==> images/floorplan.png <==
Bar = 20 um. Pins as bars on the die edge. Tap cells in gray.
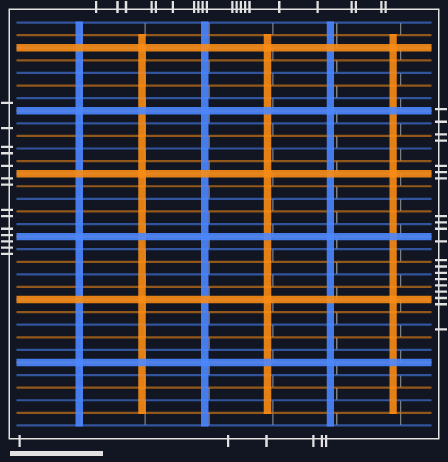
==> images/class_map.png <==
Bar = 20 um.
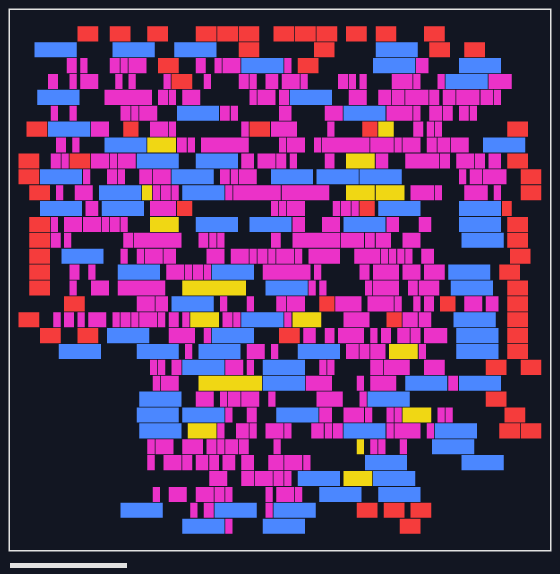
==> images/clock_wires.png <==
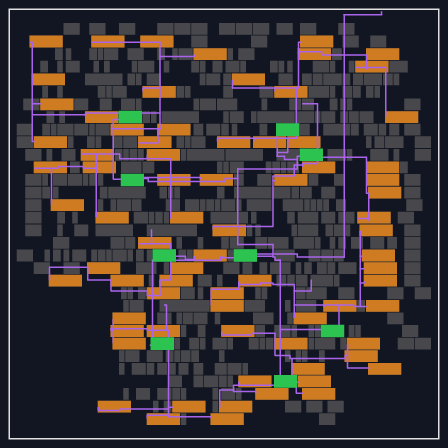
==> images/layers.png <==
Bar = 20 um. Only two layers are drawn.
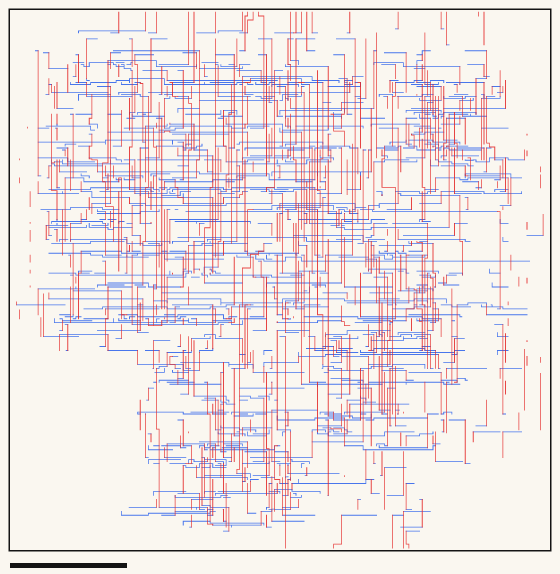
--- src/rtl/display_pkg.sv ---
// Shared types and glyph constants for the result_display 7-segment driver.
// Glyphs are active-high in {g,f,e,d,c,b,a} order; polarity is applied at the outputs.
package display_pkg;

    typedef logic [6:0] seg_t;
    typedef logic [2:0] digit_idx_t;

    localparam seg_t SEG_0   = 7'h3F;
    localparam seg_t SEG_1   = 7'h06;
    localparam seg_t SEG_2   = 7'h5B;
    localparam seg_t SEG_3   = 7'h4F;
    localparam seg_t SEG_4   = 7'h66;
    localparam seg_t SEG_5   = 7'h6D;
    localparam seg_t SEG_6   = 7'h7D;
    localparam seg_t SEG_7   = 7'h07;
    localparam seg_t SEG_8   = 7'h7F;
    localparam seg_t SEG_9   = 7'h6F;
    localparam seg_t SEG_A   = 7'h77;
    localparam seg_t SEG_B   = 7'h7C;
    localparam seg_t SEG_C   = 7'h39;
    localparam seg_t SEG_D   = 7'h5E;
    localparam seg_t SEG_E   = 7'h79;
    localparam seg_t SEG_F   = 7'h71;
    localparam seg_t SEG_OFF = 7'h00;

endpackage

--- src/rtl/result_display_hex7seg.sv ---
// Purely combinational hex nibble to 7-segment glyph decoder (active-high glyphs).
module hex7seg
    import display_pkg::*;
(
    input  logic [3:0] nibble,
    output seg_t       seg
);

    always_comb begin
        seg = SEG_OFF;
        unique case (nibble)
            4'h0: seg = SEG_0;
            4'h1: seg = SEG_1;
            4'h2: seg = SEG_2;
            4'h3: seg = SEG_3;
            4'h4: seg = SEG_4;
            4'h5: seg = SEG_5;
            4'h6: seg = SEG_6;
            4'h7: seg = SEG_7;
            4'h8: seg = SEG_8;
            4'h9: seg = SEG_9;
            4'hA: seg = SEG_A;
            4'hB: seg = SEG_B;
            4'hC: seg = SEG_C;
            4'hD: seg = SEG_D;
            4'hE: seg = SEG_E;
            4'hF: seg = SEG_F;
            default: seg = SEG_OFF;
        endcase
    end

endmodule

--- src/rtl/result_display.sv ---
// Captures the CPU Result bus and scans its hex nibbles across a multiplexed 7-segment display.
// Optional leading-zero blanking is enabled by defining RESULT_DISPLAY_BLANK_EN.
module result_display
    import display_pkg::*;
#(
    parameter int NUM_DIGITS  = 8,
    parameter int REFRESH_DIV = 50000,
    parameter bit ACTIVE_LOW  = 1'b1
)(
    input  logic                  clk,
    input  logic                  rst,
    input  logic [31:0]           Result,
    input  logic                  result_valid,
    input  logic                  freeze,
    input  logic                  page,
    output logic [NUM_DIGITS-1:0] an,
    output logic [6:0]            seg,
    output logic                  dp,
    output logic [7:0]            change_cnt
);

    localparam int                 CNT_W      = (REFRESH_DIV > 1) ? $clog2(REFRESH_DIV) : 1;
    localparam logic [CNT_W-1:0]   REFRESH_TC = CNT_W'(REFRESH_DIV - 1);
    localparam digit_idx_t         LAST_DIGIT = digit_idx_t'(NUM_DIGITS - 1);
    localparam logic [NUM_DIGITS-1:0] AN_POL  = {NUM_DIGITS{ACTIVE_LOW}};
    localparam seg_t               SEG_POL    = {7{ACTIVE_LOW}};

    logic [31:0]           shadow;
    logic [CNT_W-1:0]      refresh_cnt;
    digit_idx_t            digit_idx;
    logic                  capture;
    logic [31:0]           window;
    logic [3:0]            nibble;
    logic                  blank;
    seg_t                  glyph;
    seg_t                  seg_next;
    logic [NUM_DIGITS-1:0] an_onehot;

    assign capture = result_valid && !freeze;

    // Shadow register and saturating count of value-changing captures
    always_ff @(posedge clk) begin
        if (rst) begin
            shadow     <= '0;
            change_cnt <= '0;
        end else if (capture) begin
            shadow <= Result;
            if (Result != shadow && change_cnt != 8'hFF) begin
                change_cnt <= change_cnt + 8'd1;
            end
        end
    end

    always_ff @(posedge clk) begin
        if (rst) begin
            refresh_cnt <= '0;
            digit_idx   <= '0;
        end else if (refresh_cnt == REFRESH_TC) begin
            refresh_cnt <= '0;
            digit_idx   <= (digit_idx == LAST_DIGIT) ? digit_idx_t'(0) : digit_idx + digit_idx_t'(1);
        end else begin
            refresh_cnt <= refresh_cnt + CNT_W'(1);
        end
    end

    // The displayed window is the whole shadow, or the page-selected half on 4-digit boards
    always_comb begin
        window = shadow;
        if (NUM_DIGITS == 4) begin
            window = page ? {16'h0000, shadow[31:16]} : {16'h0000, shadow[15:0]};
        end
    end

    assign nibble    = window[{digit_idx, 2'b00} +: 4];
    assign an_onehot = {{(NUM_DIGITS-1){1'b0}}, 1'b1} << digit_idx;

    hex7seg u_hex7seg (
        .nibble (nibble),
        .seg    (glyph)
    );

`ifdef RESULT_DISPLAY_BLANK_EN
    assign blank = (digit_idx != digit_idx_t'(0)) && ((window >> {digit_idx, 2'b00}) == 32'h0);
`else
    assign blank = 1'b0;
`endif

    assign seg_next = blank ? SEG_OFF : glyph;

    always_ff @(posedge clk) begin
        if (rst) begin
            an  <= AN_POL;
            seg <= SEG_POL;
            dp  <= ACTIVE_LOW;
        end else begin
            an  <= an_onehot ^ AN_POL;
            seg <= seg_next ^ SEG_POL;
            dp  <= ((digit_idx == digit_idx_t'(0)) && freeze) ^ ACTIVE_LOW;
        end
    end

endmodule

--- config.mk ---
export PLATFORM = sky130hd
export DESIGN_NAME = result_display
export DESIGN_NICKNAME = d
export VERILOG_FILES = /design/src/rtl/display_pkg.sv /design/src/rtl/result_display_hex7seg.sv /design/src/rtl/result_display.sv
export SDC_FILE = /design/constraint.sdc
export NUM_CORES = 1
export LEC_CHECK = 0
export CORE_UTILIZATION = 45
export CTS_CLUSTER_SIZE = 24
export DETAILED_ROUTE_END_ITERATION = 8
export GPL_ROUTABILITY_DRIVEN = 0
export PLACE_DENSITY = 0.69
export SETUP_SLACK_MARGIN = 0.3
export SYNTH_ARGS = -nofsm -noshare
export SYNTH_HDL_FRONTEND = slang
export SYNTH_SLANG_ARGS = --single-unit
--- constraint.sdc ---
create_clock -name clk -period 3.35 [get_ports clk]
set_input_delay 1.005 -clock clk [delete_from_list [all_inputs] [get_ports clk]]
set_output_delay 1.005 -clock clk [all_outputs]
set_load 0.01 [all_outputs]
==> results.yml <==
# yosys + openroad results
power_and_ir_drop:
  seq_cell_power_mw: 0.944
  power_mw: 1.96
  p_sw_mw: 0.458
  power_density_nw_per_um2: 427
  power_leader: "sequential cells"
  cellLeakagePower_nw: 1.64
  clk-power_mw: 0.792
  p_seq_share_pct: 48.3
drt:
  route.met2.wl_um: 3630
  drt_iter0_drc: 137
  dr.max_layer_used: "met4"
min_path:
  min-delay-start: "refresh_cnt[0]"
grt:
  grt_max_degree: 33
  grtUsageMet1_pct: 27.7
  track_usage_pct: 20.2
  antenna_found_initial: 0
  overflow: 0
  grt_pass1_wl_um: 13400
layout:
  sh_comb_area_pct: 44.7
  clock_buffers: 12
  buffers: 66
  flop-count: 75
  finalInstanceArea_um2: 4580
  fill_cells: 703
  nonClkBufAreaFrac_pct: 13.9
  final_cell_mix: "84 x nand2_1, 75 x dfxtp_1, 58 x clkdlybuf4s50_1"
  n_all_inverters: 10
  final_util_pct: 58.6
  area_growth_pct: 24.2
  antenna-diode-count: 0
  logic_area_um2: 2040
setup_path:
  cp.arrival_ns: 2.91
  cp.depth: 6
  r2r_slack_ns: 0.76
  crit_family: "AND-OR/OR-AND gates"
  crit_path_top_delay_cell: "a2111oi_0"
  startpoint: "freeze"
  max_stage_delay_ns: 0.49
  worstPathMaxFanout: 5
  worst-r2r-cell-count: 6
final_timing:
  timing.hold.ws_ns: 0.458
  final_max_slew_viol_count: 0
  max_freq_ghz: 0.374
  setup-violations-final: 0
  setup_ws_ns: 0.677
  period_used_pct: 79.8
  fin_skew_ns: 0.0112
  rsz0062_at_grt: "no"
synth:
  yosys_area_um2: 3680
  flop_cell: "dfxtp_1"
  async_reset_ff_share_pct: 0
  top_cells_by_count: "84 x nand2_1, 75 x dfxtp_1, 42 x a21oi_1"
  yosys-top-cells-area: "dfxtp_1 41%, xnor2_1 9.7%, nand2_1 8.6%, a21oi_1 5.7%, mux4_2 4.9%"
  yosys.area.top_type: "dfxtp_1"
  ys_cells: 417
  synth_cells: 417
floorplanning:
  tap_cells: 102
outcome:
  status: "completed"
cts:
  postCtsHoldBufs: 0
  clk_path_buf_depth: 2
  clock_sinks: 75
job:
  openroad.warnings: 36
placed_design:
  place_ws_ns: 0.332
  port_buffers: 59
Back to the opening pictures, floorplan.png:
color	net
blue	VSS
orange	VDD
signal pins	61
met5 straps	6
rows	32
tap cells	102
met4 straps	6

Back to the opening pictures, class_map.png:
color	class	cells
yellow	clock drivers and dummy loads	16
red	remaining buffers and delay cells	66
magenta	remaining logic cells	321
blue	registers	75

Back to the opening pictures, clock_wires.png:
[purple] clock wires | length: 948 um
[orange] flip-flops | count: 75
[green] clock-net drivers | count: 9
routed clock nets	10
flops lie	widely spread

Back to the opening pictures, layers.png:
color	layer	wire length
blue	M1	3810 um
red	M2	3630 um
drt wl/cell: 13.5 um
DRT Wirelength: 7840 um

[worst register-to-register path, stage by stage (launching register included)]
cell	delay, ns
dfxtp_1	0.73
mux4_2	0.61
mux2_2	0.32
ha_1	0.26
or3_1	0.38
o21ai_0	0.09
o21bai_1	0.10
[registers in the layout, indices dropped and copies added, names as in the netlist]
signal / count
digit_idx: 3
dp: 1
shadow: 32
seg: 7
refresh_cnt: 16
an: 8
change_cnt: 8
[kinds of logic after synthesis]
group	Yosys count	share of synthesized area, %
xor+xnor	46	10.9
buf+inv	31	3.87
simple gates	175	21.9
compound gates	56	8.93
flops	75	40.7
fa+ha+maj	14	4.75
mux	20	8.90
